<file path="config.mk">
export PLATFORM = sky130hd
export DESIGN_NAME = ring_host_stop
export DESIGN_NICKNAME = d
export VERILOG_FILES = /design/src/rtl/lotr_pkg.sv /design/src/rtl/ring_host_req_fifo.sv /design/src/rtl/ring_host_stop.sv
export SDC_FILE = /design/constraint.sdc
export NUM_CORES = 1
export LEC_CHECK = 0
export ABC_CLOCK_PERIOD_IN_PS = 7050
export CAP_MARGIN = 0
export CORE_MARGIN = 4
export CORE_UTILIZATION = 35
export CTS_BUF_LIST = sky130_fd_sc_hd__clkbuf_4
export DETAILED_ROUTE_END_ITERATION = 6
export SLEW_MARGIN = 5
export SYNTH_ARGS = -nofsm -noshare
export SYNTH_HDL_FRONTEND = slang
export SYNTH_HIERARCHICAL = 1
export SYNTH_SLANG_ARGS = --single-unit
</file>
<file path="constraint.sdc">
create_clock -name QClk -period 7.05 [get_ports QClk]
set_input_delay 2.115 -clock QClk [delete_from_list [all_inputs] [get_ports QClk]]
set_output_delay 2.115 -clock QClk [all_outputs]
set_load 0.02 [all_outputs]
</file>
<file path="src/rtl/lotr_pkg.sv">
// Shared LOTR ring definitions: opcodes, packet layout and the ID field inside
// the address. Tile ring controllers and ring stops both import this.
package lotr_pkg;

  typedef enum logic [1:0] {
    OP_RD     = 2'b00,
    OP_WR     = 2'b01,
    OP_RD_RSP = 2'b10,
    OP_WR_RSP = 2'b11
  } ring_op_e;

  // Address[31:24]: target ID on requests, requester ID on responses.
  localparam int ID_MSB = 31;
  localparam int ID_LSB = 24;

  typedef struct packed {
    logic [1:0]  opcode;
    logic [31:0] address;
    logic [31:0] data;
  } ring_pkt_t;

  function automatic logic [7:0] ring_id(input logic [31:0] address);
    return address[ID_MSB:ID_LSB];
  endfunction

  function automatic logic is_rsp(input logic [1:0] opcode);
    return (opcode == OP_RD_RSP) || (opcode == OP_WR_RSP);
  endfunction

endpackage

</file>
<file path="src/rtl/ring_host_req_fifo.sv">
// Small synchronous FIFO holding host requests until a free ring slot appears.
// Head is presented combinationally; pointers carry a wrap bit for full/empty.
module ring_host_req_fifo #(
  parameter int DEPTH = 4,
  parameter int WIDTH = 66
) (
  input  logic             clk,
  input  logic             rst_n,
  input  logic             push,
  input  logic [WIDTH-1:0] push_data,
  input  logic             pop,
  output logic [WIDTH-1:0] head,
  output logic             full,
  output logic             empty
);

  localparam int AW = $clog2(DEPTH);

  logic [WIDTH-1:0] mem [DEPTH];
  logic [AW:0]      wr_ptr;
  logic [AW:0]      rd_ptr;

  always_ff @(posedge clk or negedge rst_n) begin
    if (!rst_n) begin
      wr_ptr <= '0;
      rd_ptr <= '0;
    end else begin
      if (push && !full) wr_ptr <= wr_ptr + 1'b1;
      if (pop && !empty) rd_ptr <= rd_ptr + 1'b1;
    end
  end

  always_ff @(posedge clk) begin
    if (push && !full) mem[wr_ptr[AW-1:0]] <= push_data;
  end

  assign empty = (wr_ptr == rd_ptr);
  assign full  = (wr_ptr[AW] != rd_ptr[AW]) && (wr_ptr[AW-1:0] == rd_ptr[AW-1:0]);
  assign head  = mem[rd_ptr[AW-1:0]];

endmodule

</file>
<file path="src/rtl/ring_host_stop.sv">
// Host ring stop: one-cycle registered hop between two tiles, ejecting host
// responses into a single-entry buffer and injecting queued host requests.
module ring_host_stop
  import lotr_pkg::*;
#(
  parameter logic [7:0] HOST_ID         = 8'hFF,
  parameter int         REQ_DEPTH       = 4,
  parameter int         MAX_OUTSTANDING = 4
) (
  input  logic        QClk,
  input  logic        RstQnnnL,
  input  logic        RingInputValidQ500H,
  input  logic [1:0]  RingInputOpcodeQ500H,
  input  logic [31:0] RingInputAddressQ500H,
  input  logic [31:0] RingInputDataQ500H,
  output logic        RingOutputValidQ501H,
  output logic [1:0]  RingOutputOpcodeQ501H,
  output logic [31:0] RingOutputAddressQ501H,
  output logic [31:0] RingOutputDataQ501H,
  input  logic        HostReqValid,
  output logic        HostReqReady,
  input  logic [1:0]  HostReqOpcode,
  input  logic [31:0] HostReqAddress,
  input  logic [31:0] HostReqData,
  output logic        HostRspValid,
  input  logic        HostRspReady,
  output logic [1:0]  HostRspOpcode,
  output logic [31:0] HostRspAddress,
  output logic [31:0] HostRspData,
  output logic [15:0] RecircCnt
);

  localparam int OUT_W = $clog2(MAX_OUTSTANDING + 1);

  ring_pkt_t        in_pkt;
  ring_pkt_t        req_head;
  ring_pkt_t        out_pkt;
  ring_pkt_t        rsp_pkt;
  logic             out_valid;
  logic             rsp_valid;
  logic [OUT_W-1:0] outstanding;
  logic             req_full;
  logic             req_empty;
  logic             req_push;
  logic             eject_hit;
  logic             rsp_pop;
  logic             eject;
  logic             recirc;
  logic             slot_empty;
  logic             inject;

  assign in_pkt = {RingInputOpcodeQ500H, RingInputAddressQ500H, RingInputDataQ500H};

  // Response-type host requests are acknowledged but never queued.
  assign HostReqReady = !req_full;
  assign req_push     = HostReqValid && HostReqReady && !is_rsp(HostReqOpcode);

  ring_host_req_fifo #(
    .DEPTH (REQ_DEPTH),
    .WIDTH ($bits(ring_pkt_t))
  ) u_req_fifo (
    .clk       (QClk),
    .rst_n     (RstQnnnL),
    .push      (req_push),
    .push_data ({HostReqOpcode, HostReqAddress, HostReqData}),
    .pop       (inject),
    .head      (req_head),
    .full      (req_full),
    .empty     (req_empty)
  );

  assign eject_hit  = RingInputValidQ500H && is_rsp(RingInputOpcodeQ500H) &&
                      (ring_id(RingInputAddressQ500H) == HOST_ID);
  assign rsp_pop    = rsp_valid && HostRspReady;
  assign eject      = eject_hit && (!rsp_valid || rsp_pop);
  assign recirc     = eject_hit && !eject;
  assign slot_empty = !RingInputValidQ500H || eject;
  assign inject     = slot_empty && !req_empty &&
                      (outstanding < OUT_W'(MAX_OUTSTANDING));

  always_ff @(posedge QClk or negedge RstQnnnL) begin
    if (!RstQnnnL) begin
      out_valid <= 1'b0;
      out_pkt   <= '0;
    end else begin
      out_valid <= inject || (RingInputValidQ500H && !eject);
      out_pkt   <= inject ? req_head : in_pkt;
    end
  end

  always_ff @(posedge QClk or negedge RstQnnnL) begin
    if (!RstQnnnL) begin
      rsp_valid <= 1'b0;
      rsp_pkt   <= '0;
    end else if (eject) begin
      rsp_valid <= 1'b1;
      rsp_pkt   <= in_pkt;
    end else if (rsp_pop) begin
      rsp_valid <= 1'b0;
    end
  end

  // Decrement floors at zero so responses to pre-reset requests are harmless.
  always_ff @(posedge QClk or negedge RstQnnnL) begin
    if (!RstQnnnL) begin
      outstanding <= '0;
    end else if (inject && !eject) begin
      outstanding <= outstanding + 1'b1;
    end else if (eject && !inject && (outstanding != '0)) begin
      outstanding <= outstanding - 1'b1;
    end
  end

  always_ff @(posedge QClk or negedge RstQnnnL) begin
    if (!RstQnnnL) begin
      RecircCnt <= '0;
    end else if (recirc && (RecircCnt != 16'hFFFF)) begin
      RecircCnt <= RecircCnt + 16'd1;
    end
  end

  assign RingOutputValidQ501H   = out_valid;
  assign RingOutputOpcodeQ501H  = out_pkt.opcode;
  assign RingOutputAddressQ501H = out_pkt.address;
  assign RingOutputDataQ501H    = out_pkt.data;

  assign HostRspValid   = rsp_valid;
  assign HostRspOpcode  = rsp_pkt.opcode;
  assign HostRspAddress = rsp_pkt.address;
  assign HostRspData    = rsp_pkt.data;

  req_opcode_legal: assert property (@(posedge QClk) disable iff (!RstQnnnL)
    (HostReqValid && HostReqReady) |-> !is_rsp(HostReqOpcode));

endmodule

</file>
==> impl_metrics.ini, run 1 <==
; yosys + openroad results
[critical_path]
cp_slowest_stage_delay_ns = 0.76
reg2reg_setup_slack_ns = 3.06
timing.critical_path.cells = xnor2_1, nand3_1, inv_1, inv_1, clkdlybuf4s50_1
worstReg2RegEnd = u_req_fifo/mem[2][62]$_DFFE_PP_
timing.critical_path.slowest_stage_cell = dfrtp_4

[clock_tree]
cts.root.buffer_cell = clkbuf_4
clkTransAtPathRegs_ns = 0.06
cts_setup_buffers = 0
cts.hold.buffers_added = 0

[logic_synthesis]
synth.cellmix.simpleShare_pct = 2.332
async_reset_ff_share_pct = 37.59
yosysWarnings = 6
synthesis.instances = 771
synth.top_cells.by_count = 264 x edfxtp_1, 159 x dfrtp_1, 96 x mux2_2

[grt]
groute.layer.met2.usage_pct = 23.14
grt_overflow = 0
globalRouteMet3Util_pct = 5.062

[pwr]
combinationalPowerShare_pct = 20.5
power.net_switching_uw = 1806

[placed_design]
dp_hpwl_um = 21650

[floorplanning]
dieHeight_um = 221.0
number_of_top_level_pins = 288

[timing]
timing_worst_slew_pin_value_ns = 1.035
post_route_clock_period_utilization_pct = 74.51
final.setup.tns_ns = 0

[layout]
layoutNonFillerInstCount = 1833
layout-drive-gt1-share_pct = 30.56
comb-cell-share_pct = 18.07
filler_cell_count = 3908
largest_reg_flops = 264
dominant_logic_cell_types_in_the_final_layout = 286 x clkdlybuf4s50_1, 264 x edfxtp_1, 181 x clkbuf_4, 157 x dfrtp_1, 96 x mux2_2

[detailed_routing]
avgViaCountPerCell = 4.606
top_layer = met5
drtAntennaViolNets = 0

[outcome]
run_status = finished clean

[worst_hold_path]
hold_path.startpoint = HostRspAddress[29]$_DFFE_PN0P_

[flow_run]
max-cap-violations = 0
Fig. 1: run 1, routed clock nets over the placement
(2 px per um)
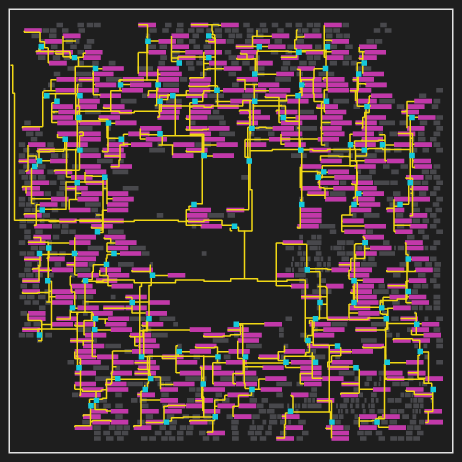
yellow -> clock wires  # length 5800 um
magenta -> flip-flops  # count 423
cyan -> clock drivers  # count 110
flops lie = spread over the die
clock insertion delay at the later pin of the skew report: 0.84 ns
worst-case clock skew: 0.04023 ns
Clk network pwr share: 32.9%

Fig. 2: run 1, clock routing
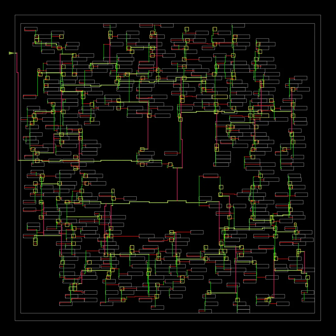
flop count: 423
clock buffer count: 181

Fig. 3: run 1, cell area per tile
(1 px per um) 22 x 22 tiles, from black (low) to pale yellow (high), 0 to 100% covered.
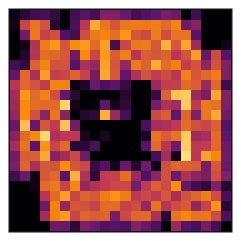
emptiest ninth of the die = centre
mean over tiles = 41%
tiles over 75% full = 7.6%
nearly empty tiles = 14%
fullest tile = 93%
final core utilization: 47.04%
area of the placeable core: 0.04451 mm^2
core utilization at floorplan: 35.68%

Fig. 4: run 1, cell classes on the final placement
(1.5 px per um) Fill, decap, tap and diode cells in grey.
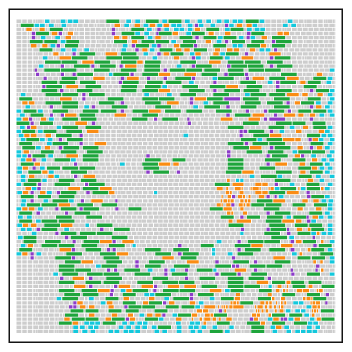
green -> flops  # cells 423, share of their area 59%
orange -> combinational and other logic  # cells 316, share of their area 19%
purple -> clock drivers and dummy loads  # cells 200, share of their area 7.5%
cyan -> other buffers and delay cells  # cells 298, share of their area 15%
Seq/total area: 56.90%
Final Cell Area: 0.02094 mm^2
number of rows created at floorplan: 77

==> run 1 -> run 2 <==
--- a/config.mk
+++ b/config.mk
@@ -5,7 +5,7 @@
 export SDC_FILE = /design/constraint.sdc
 export NUM_CORES = 1
 export LEC_CHECK = 0
-export ABC_CLOCK_PERIOD_IN_PS = 7050
+export ABC_CLOCK_PERIOD_IN_PS = 4400
 export CAP_MARGIN = 0
 export CORE_MARGIN = 4
 export CORE_UTILIZATION = 35
==> constraint.sdc (replaced) <==
create_clock -name QClk -period 4.4 [get_ports QClk]
set_input_delay 1.32 -clock QClk [delete_from_list [all_inputs] [get_ports QClk]]
set_output_delay 1.32 -clock QClk [all_outputs]
set_load 0.02 [all_outputs]
Fig. 5: run 2, routed clock nets over the placement
(2 px per um)
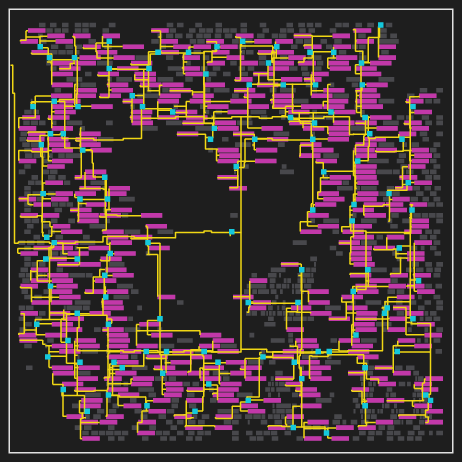
worst-case clock skew: 0.03949 ns
clock insertion delay at the later pin of the skew report: 0.82 ns

==> impl_metrics.ini, run 2 <==
; yosys + openroad results
[outcome]
run_status = finished clean

[layout]
layoutNonFillerInstCount = 1842
largest_reg_flops = 264
fin_area_mm2 = 0.02106
n_clock_buffer = 174
filler_cell_count = 3910
dominant_logic_cell_types_in_the_final_layout = 286 x clkdlybuf4s50_1, 264 x edfxtp_1, 174 x clkbuf_4, 157 x dfrtp_1, 96 x mux2_2
finalCoreUtilization_pct = 47.31
clk_tree_area_share_pct = 7.124
sh_seq_area_pct = 56.57
comb-cell-share_pct = 18.00
flop-count = 423

[clock_tree]
cts.root.buffer_cell = clkbuf_4
cts-buffers-inserted = 109
clkTransAtPathRegs_ns = 0.06
cts_setup_buffers = 0

[flow_run]
max-cap-violations = 0

[placed_design]
dp_hpwl_um = 22350

[pwr]
combinationalPowerShare_pct = 21.9
power_frac_clock_pct = 32.7
power.net_switching_uw = 2895

[timing]
post_route_clock_period_utilization_pct = 93.34
timing_worst_slew_pin_value_ns = 0.9283
final-max-slew-violation-count = 0
post-route-worst-setup-slack_ns = 0.2931
final.setup.tns_ns = 0

[worst_hold_path]
hold_path.startpoint = HostRspAddress[28]$_DFFE_PN0P_

[grt]
globalRouteMet3Util_pct = 5.221
grt_overflow = 0
groute.layer.met2.usage_pct = 24.04

[logic_synthesis]
synth.cellmix.simpleShare_pct = 2.332
async_reset_ff_share_pct = 37.59
synthesis.instances = 771

[floorplanning]
dieHeight_um = 221.0
number_of_top_level_pins = 288

[critical_path]
reg2reg_setup_slack_ns = 1.28
timing.critical_path.slowest_stage_cell = dfrtp_4

[detailed_routing]
avgViaCountPerCell = 4.625
met2_length_um = 17340
drtAntennaViolNets = 0
Power and IR drop assume default switching activity.
